**config.mk**
```make
export PLATFORM = sky130hd
export DESIGN_NAME = b_ram_rd_stream
export DESIGN_NICKNAME = d
export VERILOG_FILES = /design/src/rtl/b_ram_rd_stream.sv
export SDC_FILE = /design/constraint.sdc
export NUM_CORES = 1
export LEC_CHECK = 0
export CORE_UTILIZATION = 55
export DETAILED_ROUTE_END_ITERATION = 16
export PLACE_DENSITY = 0.86
export SLEW_MARGIN = 10
export SYNTH_ARGS = -nofsm -noshare
export SYNTH_HDL_FRONTEND = slang
export SYNTH_SLANG_ARGS = --single-unit
```
**constraint.sdc**
```tcl
create_clock -name clk_i -period 5.5 [get_ports clk_i]
set_clock_uncertainty 0.15 [all_clocks]
set_input_delay 1.1 -clock clk_i [delete_from_list [all_inputs] [get_ports clk_i]]
set_output_delay 1.1 -clock clk_i [all_outputs]
set_load 0.03 [all_outputs]
```
**src/rtl/b_ram_rd_stream.sv**
```systemverilog
// rtl/b_ram_rd_stream.sv - single-port b_ram sequencer: streams a run of words out over valid/ready,
// gives write-back traffic priority on the port, and buffers read latency in a small FIFO.
module b_ram_rd_stream #(
    parameter int WIDTH      = 64,
    parameter int DEPTH      = 512,
    parameter int ADDR_WIDTH = 9,
    parameter int FIFO_DEPTH = 4
) (
    input  logic                  clk_i,
    input  logic                  rst_i,
    input  logic                  start_i,
    input  logic [ADDR_WIDTH-1:0] base_addr_i,
    input  logic [ADDR_WIDTH:0]   len_i,
    output logic                  busy_o,
    output logic                  done_o,
    output logic [ADDR_WIDTH-1:0] ram_addr_o,
    output logic                  ram_wr_en_o,
    output logic [WIDTH-1:0]      ram_d_in_o,
    input  logic [WIDTH-1:0]      ram_d_out_i,
    input  logic                  wb_valid_i,
    input  logic [ADDR_WIDTH-1:0] wb_addr_i,
    input  logic [WIDTH-1:0]      wb_data_i,
    output logic                  wb_ready_o,
    output logic                  out_valid_o,
    output logic [WIDTH-1:0]      out_data_o,
    output logic                  out_last_o,
    input  logic                  out_ready_i
);
    localparam int PW = $clog2(FIFO_DEPTH);
    localparam int CW = PW + 1;
    localparam logic [ADDR_WIDTH:0]   REM_ONE  = (ADDR_WIDTH+1)'(1);
    localparam logic [ADDR_WIDTH-1:0] PTR_LAST = ADDR_WIDTH'(DEPTH - 1);
    localparam logic [CW:0]           FIFO_CAP = (CW+1)'(FIFO_DEPTH);

    typedef enum logic [1:0] {S_IDLE, S_RUN, S_DRAIN} state_t;

    state_t                state_q, state_d;
    logic [ADDR_WIDTH-1:0] rd_ptr_q, rd_ptr_d;
    logic [ADDR_WIDTH:0]   remain_q, remain_d;
    logic [ADDR_WIDTH-1:0] ram_addr_q, ram_addr_d;
    logic                  ram_wr_en_q, ram_wr_en_d;
    logic [WIDTH-1:0]      ram_d_in_q, ram_d_in_d;
    logic                  zero_done_q, zero_done_d;
    logic                  inf0_q, inf1_q, last0_q, last1_q;
    logic                  issue, credit_ok, drain_done, push, pop;
    logic [CW:0]           occupancy;

    logic [WIDTH:0]        fifo_mem [FIFO_DEPTH];
    logic [PW-1:0]         wptr_q, rptr_q;
    logic [CW-1:0]         count_q;

    // Words already issued but not yet in the FIFO still hold a slot, so the FIFO can never overflow.
    assign occupancy  = {1'b0, count_q} + {{CW{1'b0}}, inf0_q} + {{CW{1'b0}}, inf1_q};
    assign credit_ok  = occupancy < FIFO_CAP;
    assign drain_done = (state_q == S_DRAIN) && (count_q == '0) && !inf0_q && !inf1_q;

    always_comb begin
        state_d     = state_q;
        rd_ptr_d    = rd_ptr_q;
        remain_d    = remain_q;
        ram_addr_d  = ram_addr_q;
        ram_wr_en_d = 1'b0;
        ram_d_in_d  = ram_d_in_q;
        zero_done_d = 1'b0;
        issue       = 1'b0;

        if (wb_valid_i) begin
            ram_wr_en_d = 1'b1;
            ram_addr_d  = wb_addr_i;
            ram_d_in_d  = wb_data_i;
        end else if (state_q == S_RUN && remain_q != '0 && credit_ok) begin
            issue      = 1'b1;
            ram_addr_d = rd_ptr_q;
            rd_ptr_d   = (rd_ptr_q == PTR_LAST) ? '0 : rd_ptr_q + 1'b1;
            remain_d   = remain_q - 1'b1;
        end

        case (state_q)
            S_IDLE: begin
                if (start_i) begin
                    if (len_i != '0) begin
                        state_d  = S_RUN;
                        rd_ptr_d = base_addr_i;
                        remain_d = len_i;
                    end else begin
                        zero_done_d = 1'b1;
                    end
                end
            end
            S_RUN: begin
                if (issue && remain_q == REM_ONE) state_d = S_DRAIN;
            end
            S_DRAIN: begin
                if (drain_done) state_d = S_IDLE;
            end
            default: state_d = S_IDLE;
        endcase
    end

    always_ff @(posedge clk_i or posedge rst_i) begin
        if (rst_i) begin
            state_q     <= S_IDLE;
            rd_ptr_q    <= '0;
            remain_q    <= '0;
            ram_addr_q  <= '0;
            ram_wr_en_q <= 1'b0;
            ram_d_in_q  <= '0;
            zero_done_q <= 1'b0;
            inf0_q      <= 1'b0;
            inf1_q      <= 1'b0;
            last0_q     <= 1'b0;
            last1_q     <= 1'b0;
        end else begin
            state_q     <= state_d;
            rd_ptr_q    <= rd_ptr_d;
            remain_q    <= remain_d;
            ram_addr_q  <= ram_addr_d;
            ram_wr_en_q <= ram_wr_en_d;
            ram_d_in_q  <= ram_d_in_d;
            zero_done_q <= zero_done_d;
            inf0_q      <= issue;
            inf1_q      <= inf0_q;
            last0_q     <= issue && (remain_q == REM_ONE);
            last1_q     <= last0_q;
        end
    end

    // inf1_q marks the cycle in which the RAM's registered d_out holds the issued word.
    assign push = inf1_q;
    assign pop  = out_valid_o && out_ready_i;

    always_ff @(posedge clk_i) begin
        if (push) fifo_mem[wptr_q] <= {last1_q, ram_d_out_i};
    end

    always_ff @(posedge clk_i or posedge rst_i) begin
        if (rst_i) begin
            wptr_q  <= '0;
            rptr_q  <= '0;
            count_q <= '0;
        end else begin
            if (push) wptr_q <= wptr_q + 1'b1;
            if (pop)  rptr_q <= rptr_q + 1'b1;
            count_q <= count_q + CW'(push) - CW'(pop);
        end
    end

    assign out_valid_o = (count_q != '0);
    assign out_data_o  = fifo_mem[rptr_q][WIDTH-1:0];
    assign out_last_o  = out_valid_o && fifo_mem[rptr_q][WIDTH];
    assign busy_o      = (state_q != S_IDLE);
    assign done_o      = zero_done_q || drain_done;
    assign wb_ready_o  = 1'b1;
    assign ram_addr_o  = ram_addr_q;
    assign ram_wr_en_o = ram_wr_en_q;
    assign ram_d_in_o  = ram_d_in_q;
endmodule
```
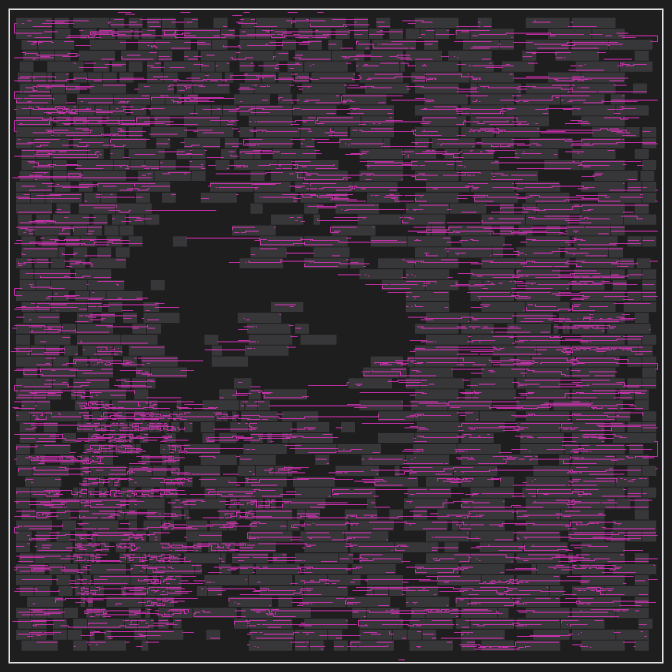
Figure 1: run 1, met1 routing.
Cells faint in the background.
wire length on this layer: 12200 um
main direction: horizontal
longest straight run: 36.8 um
nets with wire on the layer: 1091
DRT Wirelength: 31200 um
met1 usage: 0.311
vias: 7952

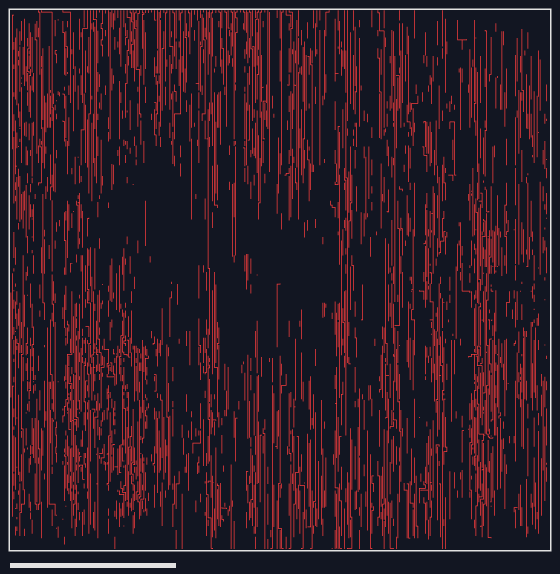
Figure 2: run 1, met2 routing.
Bar = 50 um.
wire length on this layer: 15600 um
longest straight run: 73.8 um
main direction: vertical
GR met2 Demand/Resource: 0.403

==> impl_metrics.json, run 1 <==
{
  "grt_pass1_vias": 8474,
  "drive_gt1_frac": 0.201,
  "drc_errors": 0,
  "p_per_area_mw_per_mm2": 514,
  "cts-root-buf": "clkbuf_16",
  "top_register": "fifo_mem",
  "crit_slowest_cell": "dfrtp_4",
  "status": "finished, final reports clean",
  "routabilityCongestion": 0.863,
  "top_cell": "edfxtp_1",
  "grt_busiest_layer": "met2",
  "hold_violations": 0,
  "ys.flops": 367,
  "instances_no_fill": 1398,
  "crit_end": "out_data_o[25]",
  "ys_warn_count": 0,
  "tns_ps": 0,
  "dr_wl_met3_um": 2650,
  "worst-slew-pin-transition_ps": 1010,
  "p_clk_mw": 2.51,
  "rsz0062_at_grt": "false",
  "cap_violations": 0,
  "worst-path-stages": 3,
  "synth-async-reset-ratio": 0.292,
  "critPathMaxFanout": 47,
  "row_count": 58,
  "maxPowerGroup": "registers",
  "reg2reg_slack_ps": 2770,
  "post_cts_buffers": 0,
  "fin_crit_ps": 4390,
  "comb_area_mm2": 0.00346,
  "drtIter0Drc": 614,
  "p_seq_frac": 0.403,
  "syn_nets": 902,
  "ys_cells": 727,
  "edf_count": 260,
  "ant_nets": 0,
  "fp.dieH_um": 162,
  "synthAdderAreaFrac": 0.0129,
  "cts_buffer_depth": 3,
  "nFillCells": 1428,
  "antenna_found_initial": 1,
  "period_used_share": 0.799,
  "clk_share": 0.0656,
  "port_buffers": 302,
  "m1WireLength_um": 12200,
  "highest_layer": "met4",
  "syn_inst": 727,
  "fp.dieW_um": 162,
  "path_buffers": 2,
  "reg2reg_to": "ram_addr_o[8]",
  "max-vdd-ir-drop_mv": 0.402,
  "cp_cell_sequence": "buf_4 -> mux4_2 -> clkdlybuf4s50_1",
  "n_all_buffers": 308,
  "final_cell_mix": "clkdlybuf4s50_1 (301), edfxtp_1 (260), dfrtp_1 (105)",
  "h-tree-depth": 2,
  "comb_power_share": 0.336,
  "area_growth_pct": 32.3,
  "via_per_inst": 5.69,
  "ys_sh_mux": 0.154,
  "tap_cells": 330,
  "common_cells": "edfxtp_1 (260), dfrtp_1 (107), mux4_2 (65)",
  "wl_met2_um": 15600,
  "yosys.area.top_type": "edfxtp_1",
  "die-area_mm2": 0.0264,
  "slew_viol_final": 0,
  "netlist.area_leader.share": 0.552
}
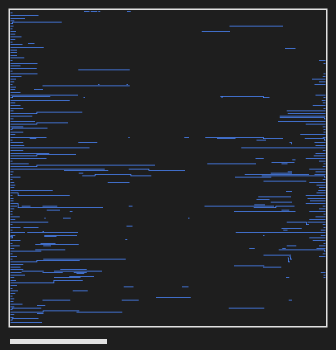
Figure 3: run 1, metal 3.
Bar = 50 um.
share of all routed wire: 8.5%
main direction: horizontal
wire length on this layer: 2650 um
longest straight run: 60.5 um
M3 GR Usage: 0.0593

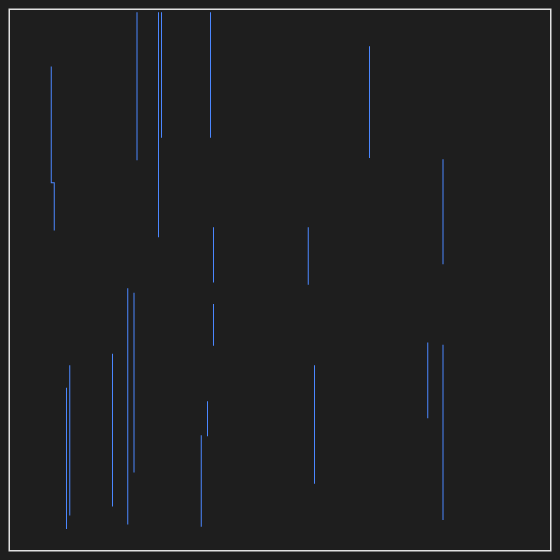
Figure 4: run 1, met4 routing.
main direction: vertical
nets with wire on the layer: 15
longest straight run: 70.7 um

Figure 5. Clock wiring as the flow saved it (run 1).
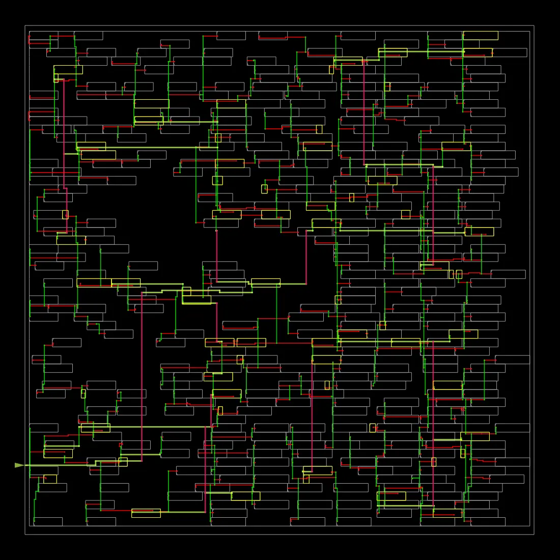

==> inputs of run 2 (changes only) <==
- CORE_UTILIZATION: 55 -> 46
- PLACE_DENSITY: 0.86 -> 0.76
- clock period: 5.5 -> 3.8 ns (I/O delays scaled with it)
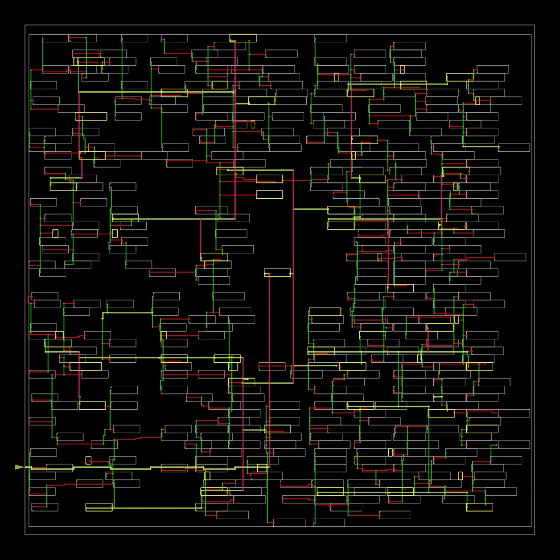
Figure 6: run 2, clock wiring as the flow saved it.
clock buffers: 49
Late-Pin Clk Latency: 510 ps

==> impl_metrics.json, run 2 <==
{
  "hold_violations": 0,
  "ant_nets": 0,
  "reg2reg_from": "inf1_q",
  "pin_count": 304,
  "slew_viol_final": 0,
  "synthAdderAreaFrac": 0.0129,
  "p_clk_mw": 3.71,
  "tns_ps": 0,
  "highest_layer": "met4",
  "worst-slew-pin-transition_ps": 1020,
  "dr_total_vias": 7843,
  "drc_errors": 0,
  "die-area_mm2": 0.0314,
  "top_cell": "edfxtp_1",
  "final_cell_mix": "clkdlybuf4s50_1 (301), edfxtp_1 (260), dfrtp_1 (105)",
  "top_register": "fifo_mem",
  "maxPowerGroup": "registers",
  "grt_util_met1": 0.247,
  "crit_slowest_cell": "dfrtp_4",
  "netlist.area_leader.share": 0.552,
  "met2_usage": 0.349,
  "fp.dieH_um": 177,
  "cap_violations": 0,
  "critPathMaxFanout": 20,
  "routed_wl_um": 31500,
  "status": "finished, final reports clean",
  "crit_end": "out_data_o[52]",
  "drive_gt1_frac": 0.200,
  "port_buffers": 302,
  "nonClkBufAreaFrac": 0.166,
  "antenna_found_initial": 1,
  "sw_frac_of_total": 0.325,
  "post_cts_buffers": 0,
  "rsz0062_at_grt": "false",
  "ys.flops": 367,
  "yosys.area.top_type": "edfxtp_1",
  "common_cells": "edfxtp_1 (260), dfrtp_1 (107), mux4_2 (65)",
  "clk_share": 0.0665,
  "area_growth_pct": 33.5,
  "cts-root-buf": "clkbuf_16",
  "initial_core_util": 0.472,
  "grt_busiest_layer": "met2",
  "row_count": 63,
  "setup.worst_path.start": "rptr_q[0]",
  "nFillCells": 2159,
  "comb_area_mm2": 0.00346,
  "syn_nets": 902,
  "instances_no_fill": 1462,
  "fin_crit_ps": 3630,
  "cts_buffer_depth": 3,
  "max-vdd-ir-drop_mv": 0.412,
  "wl_met2_um": 15800,
  "m1WireLength_um": 12100,
  "synth-async-reset-ratio": 0.292,
  "h-tree-depth": 2,
  "reg2reg_slack_ps": 1050,
  "worst-path-stages": 3,
  "syn_inst": 727,
  "edf_count": 260,
  "drtIter0Drc": 429,
  "n_all_buffers": 313,
  "tap_cells": 390,
  "dr_wl_met3_um": 3180,
  "period_used_share": 0.956,
  "use_met3": 0.0735,
  "routabilityCongestion": 0.815,
  "ys_sh_mux": 0.154,
  "grt_pass1_vias": 8530,
  "p_per_area_mw_per_mm2": 742,
  "ys_warn_count": 0,
  "reg2reg_to": "ram_addr_o[6]",
  "cp_cell_sequence": "buf_4 -> mux4_2 -> clkdlybuf4s50_1",
  "ys_cells": 727,
  "via_per_inst": 5.36,
  "path_buffers": 2,
  "fp.dieW_um": 177,
  "comb_power_share": 0.345,
  "p_seq_frac": 0.390
}
Figure 7. Met2 routing (run 2).
Bar = 50 um.
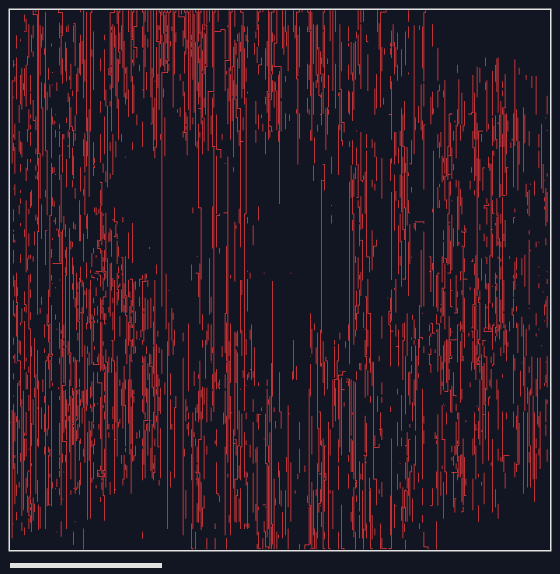

==> inputs of run 3 (changes only) <==
- CORE_ASPECT_RATIO: unset -> 1.75
- CTS_CLUSTER_SIZE: unset -> 20
- clock period: 3.8 -> 3.3 ns (I/O delays scaled with it)
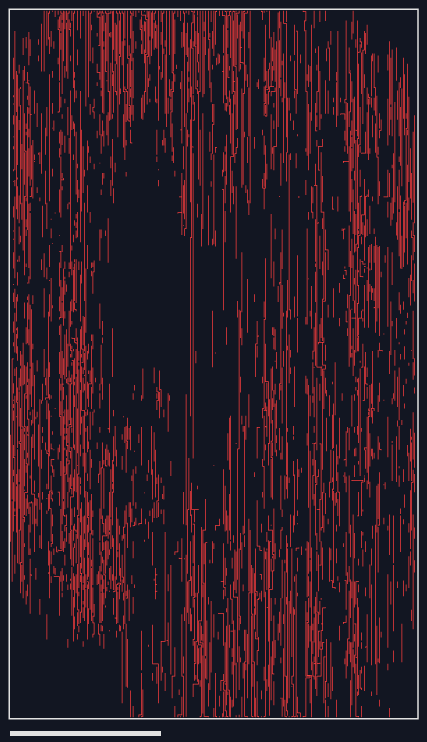
Figure 8: run 3, met2 routing.
Bar = 50 um.
main direction: vertical
nets with wire on the layer: 1121
vias: 8008
GR met2 Demand/Resource: 0.375
DRT Wirelength: 32100 um

==> impl_metrics.json, run 3 <==
{
  "crit_end": "out_data_o[54]",
  "worst-slew-pin-transition_ps": 898,
  "sw_frac_of_total": 0.335,
  "tns_ps": 0,
  "cp_cell_sequence": "buf_12 -> mux4_2 -> clkdlybuf4s50_1",
  "grt_pass1_vias": 8397,
  "nonClkBufAreaFrac": 0.175,
  "period_used_share": 0.975,
  "clock_buffer_count": 42,
  "highest_layer": "met5",
  "path_buffers": 2,
  "antenna_found_initial": 3,
  "syn_inst": 727,
  "cts_buffer_depth": 3,
  "drc_errors": 0,
  "status": "finished, final reports clean",
  "drtIter0Drc": 403,
  "p_seq_frac": 0.395,
  "top_cell": "edfxtp_1",
  "drive_gt1_frac": 0.203,
  "setup.worst_path.start": "rptr_q[0]",
  "worst-path-stages": 3,
  "grt_busiest_layer": "met2",
  "grt_util_met1": 0.222,
  "comb_area_mm2": 0.00346,
  "pin_count": 304,
  "comb_power_share": 0.365,
  "wl_met2_um": 17700,
  "ys_sh_mux": 0.154,
  "nFillCells": 2174,
  "h-tree-depth": 2,
  "synth-async-reset-ratio": 0.292,
  "yosys.area.top_type": "edfxtp_1",
  "rsz0062_at_grt": "false",
  "cap_violations": 0,
  "cts-root-buf": "clkbuf_16",
  "post_cts_buffers": 2,
  "instances_no_fill": 1465,
  "port_buffers": 302,
  "fp.dieW_um": 135,
  "critPathMaxFanout": 13,
  "reg2reg_from": "inf1_q",
  "maxPowerGroup": "registers",
  "initial_core_util": 0.469,
  "common_cells": "edfxtp_1 (260), dfrtp_1 (107), mux4_2 (65)",
  "fp.dieH_um": 234,
  "max-vdd-ir-drop_mv": 0.561,
  "m1WireLength_um": 11300,
  "reg2reg_slack_ps": 630,
  "via_per_inst": 5.47
}
